[config.mk]
export PLATFORM = sky130hd
export DESIGN_NAME = mst_arbiter
export DESIGN_NICKNAME = d
export VERILOG_FILES = /design/src/rtl/mst_arbiter_pkg.sv /design/src/rtl/mst_arbiter_rr_pick.sv /design/src/rtl/mst_arbiter.sv
export SDC_FILE = /design/constraint.sdc
export NUM_CORES = 1
export LEC_CHECK = 0
export CORE_ASPECT_RATIO = 1.2
export CORE_MARGIN = 2
export CORE_UTILIZATION = 42
export DETAILED_ROUTE_END_ITERATION = 6
export MAX_ROUTING_LAYER = met4
export PLACE_DENSITY = 0.86
export SYNTH_ARGS = -nofsm -noshare
export SYNTH_HDL_FRONTEND = slang
export SYNTH_SLANG_ARGS = --single-unit
[constraint.sdc]
create_clock -name sys_clk -period 2.55 [get_ports sys_clk]
set_input_delay 0.3825 -clock sys_clk [delete_from_list [all_inputs] [get_ports sys_clk]]
set_output_delay 0.3825 -clock sys_clk [all_outputs]
set_load 0.01 [all_outputs]
[src/rtl/mst_arbiter_pkg.sv]
// Shared definitions for the Master FIFO arbiter: TLP word fields, command codes and FSM states.
package mst_arbiter_pkg;

  localparam int SOP_BIT = 17;
  localparam int EOP_BIT = 16;
  localparam int CMD_MSB = 17;
  localparam int CMD_LSB = 14;

  localparam logic [3:0] CMD_WR = 4'b1010;
  localparam logic [3:0] CMD_RD = 4'b1000;

  typedef enum logic [1:0] {
    ARB_IDLE  = 2'd0,
    ARB_XFER  = 2'd1,
    ARB_DRAIN = 2'd2
  } arb_state_e;

  function automatic logic is_wr_hdr(input logic [17:0] w);
    return w[CMD_MSB:CMD_LSB] == CMD_WR;
  endfunction

  function automatic logic is_rd_hdr(input logic [17:0] w);
    return w[CMD_MSB:CMD_LSB] == CMD_RD;
  endfunction

endpackage

[src/rtl/mst_arbiter_rr_pick.sv]
// Combinational round-robin picker: first requester after last_i (wrapping), one-hot plus index.
module mst_arbiter_rr_pick #(
  parameter int NPORT = 2,
  parameter int PW    = 1
) (
  input  logic [NPORT-1:0] req_i,
  input  logic [PW-1:0]    last_i,
  output logic [NPORT-1:0] gnt_o,
  output logic [PW-1:0]    idx_o,
  output logic             any_o
);

  always_comb begin
    logic [PW-1:0] p;
    p     = '0;
    gnt_o = '0;
    idx_o = '0;
    any_o = 1'b0;
    for (int k = 1; k <= NPORT; k++) begin
      p = PW'((int'(last_i) + k) % NPORT);
      if (!any_o && req_i[p]) begin
        any_o    = 1'b1;
        gnt_o[p] = 1'b1;
        idx_o    = p;
      end
    end
  end

endmodule

[src/rtl/mst_arbiter.sv]
// Packet-granular round-robin arbiter feeding the shared Master FIFO from NPORT staging FIFOs.
// Optional per-port TLP counters are built when ARB_STATS_EN is defined; otherwise pkt_cnt is 0.
//   state     | meaning
//   ARB_IDLE  | no owner; pick next requester after rr pointer
//   ARB_XFER  | popping and forwarding the owner's TLP until its EOP word arrives
//   ARB_DRAIN | EOP seen; flush hold register, then release grant
module mst_arbiter
  import mst_arbiter_pkg::*;
#(
  parameter int NPORT = 2,
  parameter int DW    = 18
) (
  input  logic                sys_clk,
  input  logic                sys_rst_n,
  input  logic [NPORT*DW-1:0] req_dout,
  input  logic [NPORT-1:0]    req_empty,
  output logic [NPORT-1:0]    req_rd_en,
  output logic [DW-1:0]       mst_din,
  output logic                mst_wr_en,
  input  logic                mst_full,
  output logic [NPORT-1:0]    grant,
  output logic                proto_err,
  output logic [NPORT*16-1:0] pkt_cnt
);

  localparam int PW = (NPORT > 2) ? 2 : 1;

  arb_state_e       state_q, state_d;
  logic [NPORT-1:0] grant_q, grant_d;
  logic [PW-1:0]    gidx_q, gidx_d;
  logic [PW-1:0]    rr_q, rr_d;
  logic             inflight_q, inflight_d;
  logic             hold_v_q, hold_v_d;
  logic [DW-1:0]    hold_q, hold_d;
  logic             eop_seen_q, eop_seen_d;
  logic             first_q, first_d;
  logic             proto_err_q, proto_err_d;

  logic [NPORT-1:0] pick_gnt;
  logic [PW-1:0]    pick_idx;
  logic             pick_any;
  logic [DW-1:0]    cur_word;

  mst_arbiter_rr_pick #(.NPORT(NPORT), .PW(PW)) u_pick (
    .req_i  (~req_empty),
    .last_i (rr_q),
    .gnt_o  (pick_gnt),
    .idx_o  (pick_idx),
    .any_o  (pick_any)
  );

  assign cur_word  = req_dout[int'(gidx_q)*DW +: DW];
  assign grant     = grant_q;
  assign proto_err = proto_err_q;

  always_ff @(posedge sys_clk or negedge sys_rst_n) begin
    if (!sys_rst_n) begin
      state_q     <= ARB_IDLE;
      grant_q     <= '0;
      gidx_q      <= '0;
      rr_q        <= PW'(NPORT-1);
      inflight_q  <= 1'b0;
      hold_v_q    <= 1'b0;
      hold_q      <= '0;
      eop_seen_q  <= 1'b0;
      first_q     <= 1'b0;
      proto_err_q <= 1'b0;
    end else begin
      state_q     <= state_d;
      grant_q     <= grant_d;
      gidx_q      <= gidx_d;
      rr_q        <= rr_d;
      inflight_q  <= inflight_d;
      hold_v_q    <= hold_v_d;
      hold_q      <= hold_d;
      eop_seen_q  <= eop_seen_d;
      first_q     <= first_d;
      proto_err_q <= proto_err_d;
    end
  end

  always_comb begin
    state_d     = state_q;
    grant_d     = grant_q;
    gidx_d      = gidx_q;
    rr_d        = rr_q;
    inflight_d  = 1'b0;
    hold_v_d    = hold_v_q;
    hold_d      = hold_q;
    eop_seen_d  = eop_seen_q;
    first_d     = first_q;
    proto_err_d = proto_err_q;
    req_rd_en   = '0;
    mst_wr_en   = 1'b0;
    mst_din     = '0;

    // A parked word always goes out before anything newly popped.
    if (hold_v_q) begin
      if (!mst_full) begin
        mst_wr_en = 1'b1;
        mst_din   = hold_q;
        hold_v_d  = 1'b0;
      end
    end else if (inflight_q) begin
      if (!mst_full) begin
        mst_wr_en = 1'b1;
        mst_din   = cur_word;
      end else begin
        hold_d   = cur_word;
        hold_v_d = 1'b1;
      end
    end

    // SOP must appear exactly on the first word of a grant; either violation is flagged and forwarded.
    if (inflight_q) begin
      if (first_q != cur_word[SOP_BIT]) proto_err_d = 1'b1;
      first_d = 1'b0;
      if (cur_word[EOP_BIT]) eop_seen_d = 1'b1;
    end

    case (state_q)
      ARB_IDLE: begin
        if (pick_any) begin
          grant_d    = pick_gnt;
          gidx_d     = pick_idx;
          first_d    = 1'b1;
          eop_seen_d = 1'b0;
          state_d    = ARB_XFER;
        end
      end
      ARB_XFER: begin
        inflight_d = !req_empty[gidx_q] && !mst_full && !hold_v_q && !eop_seen_q
                     && !(inflight_q && cur_word[EOP_BIT]);
        req_rd_en[gidx_q] = inflight_d;
        if (inflight_q && cur_word[EOP_BIT]) state_d = ARB_DRAIN;
      end
      ARB_DRAIN: begin
        if (!inflight_q && !hold_v_q) begin
          rr_d       = gidx_q;
          grant_d    = '0;
          eop_seen_d = 1'b0;
          state_d    = ARB_IDLE;
        end
      end
      default: state_d = ARB_IDLE;
    endcase
  end

`ifdef ARB_STATS_EN
  logic [15:0] cnt_q [NPORT];
  logic        wr_eop;

  assign wr_eop = mst_wr_en & mst_din[EOP_BIT];

  for (genvar i = 0; i < NPORT; i++) begin : g_cnt
    always_ff @(posedge sys_clk or negedge sys_rst_n) begin
      if (!sys_rst_n) cnt_q[i] <= '0;
      else if (wr_eop && gidx_q == PW'(i)) cnt_q[i] <= cnt_q[i] + 16'd1;
    end
    assign pkt_cnt[i*16 +: 16] = cnt_q[i];
  end
`else
  assign pkt_cnt = '0;
`endif

endmodule

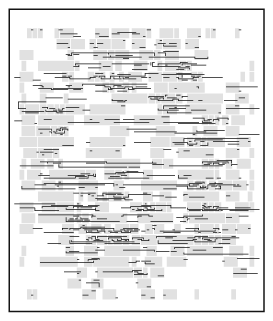
(M1 wires)
(4 px per µm) Cells faint in the background.
nets with wire on the layer: 248
longest straight run: 20.7 µm

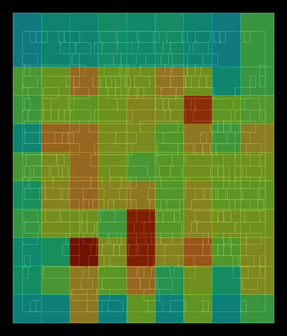
(track usage over the die)
layer carrying the most global-route usage: met2
WL/cell: 12.40 µm
GRT Total Usage: 17.89%
met3 GRT Util: 4.783%
fin util: 61.47%

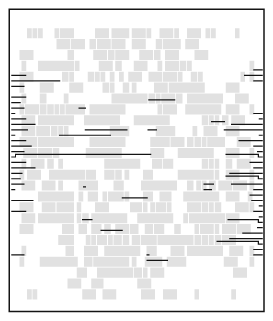
(the metal 3 layer)
(4 px per µm) Cells faint in the background.
wire length on this layer: 305 µm
main direction: horizontal
share of all routed wire: 7.6%

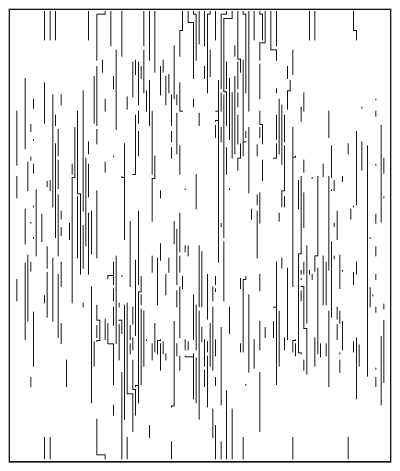
(M2 wires)
(6 px per µm)
share of all routed wire: 52%
nets with wire on the layer: 271
main direction: vertical
longest straight run: 38.4 µm

-- layer usage --
| layer | vias up | part of all wire (%) | wire length [µm] | global-route usage (%) |
|---|---|---|---|---|
| li1 | 741 | - | - | - |
| met1 | 694 | 38 | 1525 | 18.76 |
| met2 | 73 | 52 | 2090 | 31.80 |
| met3 | 9 | 7.6 | 305 | 4.783 |
| met4 | 0 | 1.8 | 72 | 8.454 |
| met5 | - | 0 | 0 | - |
-- cell families after synthesis --
kind of cell           share of synthesized area (%)
AND-OR/OR-AND                                  15.17
XOR/XNOR                                      0.4941
buffers and inverters                          17.43
flip-flops                                     41.00
multiplexers                                   11.36
other                                         0.2115
AND/OR/NAND/NOR                                14.33
-- worst max path at each step --
stage                  from          end  slack (ps)  cells after the start
6_report       req_dout[34]  mst_din[16]         120                      6
5_1_grt        req_dout[16]  mst_din[16]          30                      6
4_1_cts            mst_full  mst_din[13]          20                      6
3_5_place_dp       mst_full  mst_din[13]          30                      6
3_3_place_gp       mst_full  mst_din[10]          90                      6
2_1_floorplan      mst_full   mst_din[0]        1040                      4
-- cells in the mapped netlist --
library cell / number / area, µm²
dfrtp_1: 28 / 700.7
and3b_1: 1 / 8.760
clkbuf_1: 1 / 3.750
inv_1: 2 / 7.510
nand3b_2: 1 / 11.26
a21bo_2: 1 / 10.01
buf_6: 2 / 22.52
a22o_1: 2 / 17.52
and2_1: 1 / 6.260
xnor2_1: 1 / 8.760
o2111a_1: 1 / 11.26
buf_2: 4 / 20.02
dfstp_2: 1 / 26.28
o21ai_0: 36 / 180.2
nand2b_1: 1 / 6.260
nor2b_1: 4 / 25.02
mux2i_1: 19 / 190.2
a211oi_1: 2 / 15.01
a21oi_1: 1 / 5.000
nand2_1: 38 / 142.6
o21a_1: 1 / 7.510
nor3_1: 1 / 5.000
nor4_1: 1 / 6.260
buf_4: 34 / 255.2
a21o_1: 3 / 22.52
nor3b_2: 1 / 12.51
nor2_1: 8 / 30.03
conb_1: 1 / 3.750
mux2_2: 1 / 11.26
-- metrics by stage --
stage / utilization [%] / hold WS (ps)
final: 61.47 / 471.1
after global routing: 61.47 / 485.5
after CTS: 61.09 / 481.2
after detailed placement: 58.84 / 468.1
after global placement: 58.84 / 445.8
after floorplan: - / 86.91
-- layout make-up --
class,count,share of cell area (%)
Clock buffer,8,3.660
Tap cell,54,2.745
Inverter,2,0.3050
Sequential cell,29,29.54
Timing Repair Buffer,72,28.98
Multi-Input combinational cell,157,34.77
-- flip-flops by register name (all words and copies together), names as in the netlist --
register	flops
first_q	1
rr_q	1
eop_seen_q	1
hold_q	18
grant	2
proto_err	1
inflight_q	1
state_q	2
gidx_q	1
hold_v_q	1
-- power groups by stage --
| stage | registers [W] | clock network (W) | logic [W] |
|---|---|---|---|
| 2_1_floorplan | 0.000771 | 0 | 0.000600 |
| 3_3_place_gp | 0.000782 | 0 | 0.000865 |
| 3_5_place_dp | 0.000799 | 0 | 0.000889 |
| 4_1_cts | 0.000791 | 0.000392 | 0.000895 |
| 5_1_grt | 0.000816 | 0.000410 | 0.000981 |
| 6_report | 0.000789 | 0.000378 | 0.000878 |
==> summary.txt <==
yosys + openroad results -> die width=63.31 µm, Worst EP required=2170 ps, Distinct cells, synth=29, First DRT Iteration DRCs=70, Reg2Reg Depth=2, status=completed, Largest stage delay, worst path=530 ps, RSZ-0062 raised after global routing=false, Tool Warnings=26, clk_lat worst skew=280 ps, clock share of power=18.5%, CTS tree=yes, CP Max Fanout=4, Final HPWL DP=3.157 mm, initial antenna violation count=0, Tot Pwr=0.002046 W, area post-placement=0.002356 mm², yosys warns=0, fraction of layout cells with a size suffix above 1=7.463%, DR vias/cell=4.711
Power is estimated from default activity; no workload was simulated.
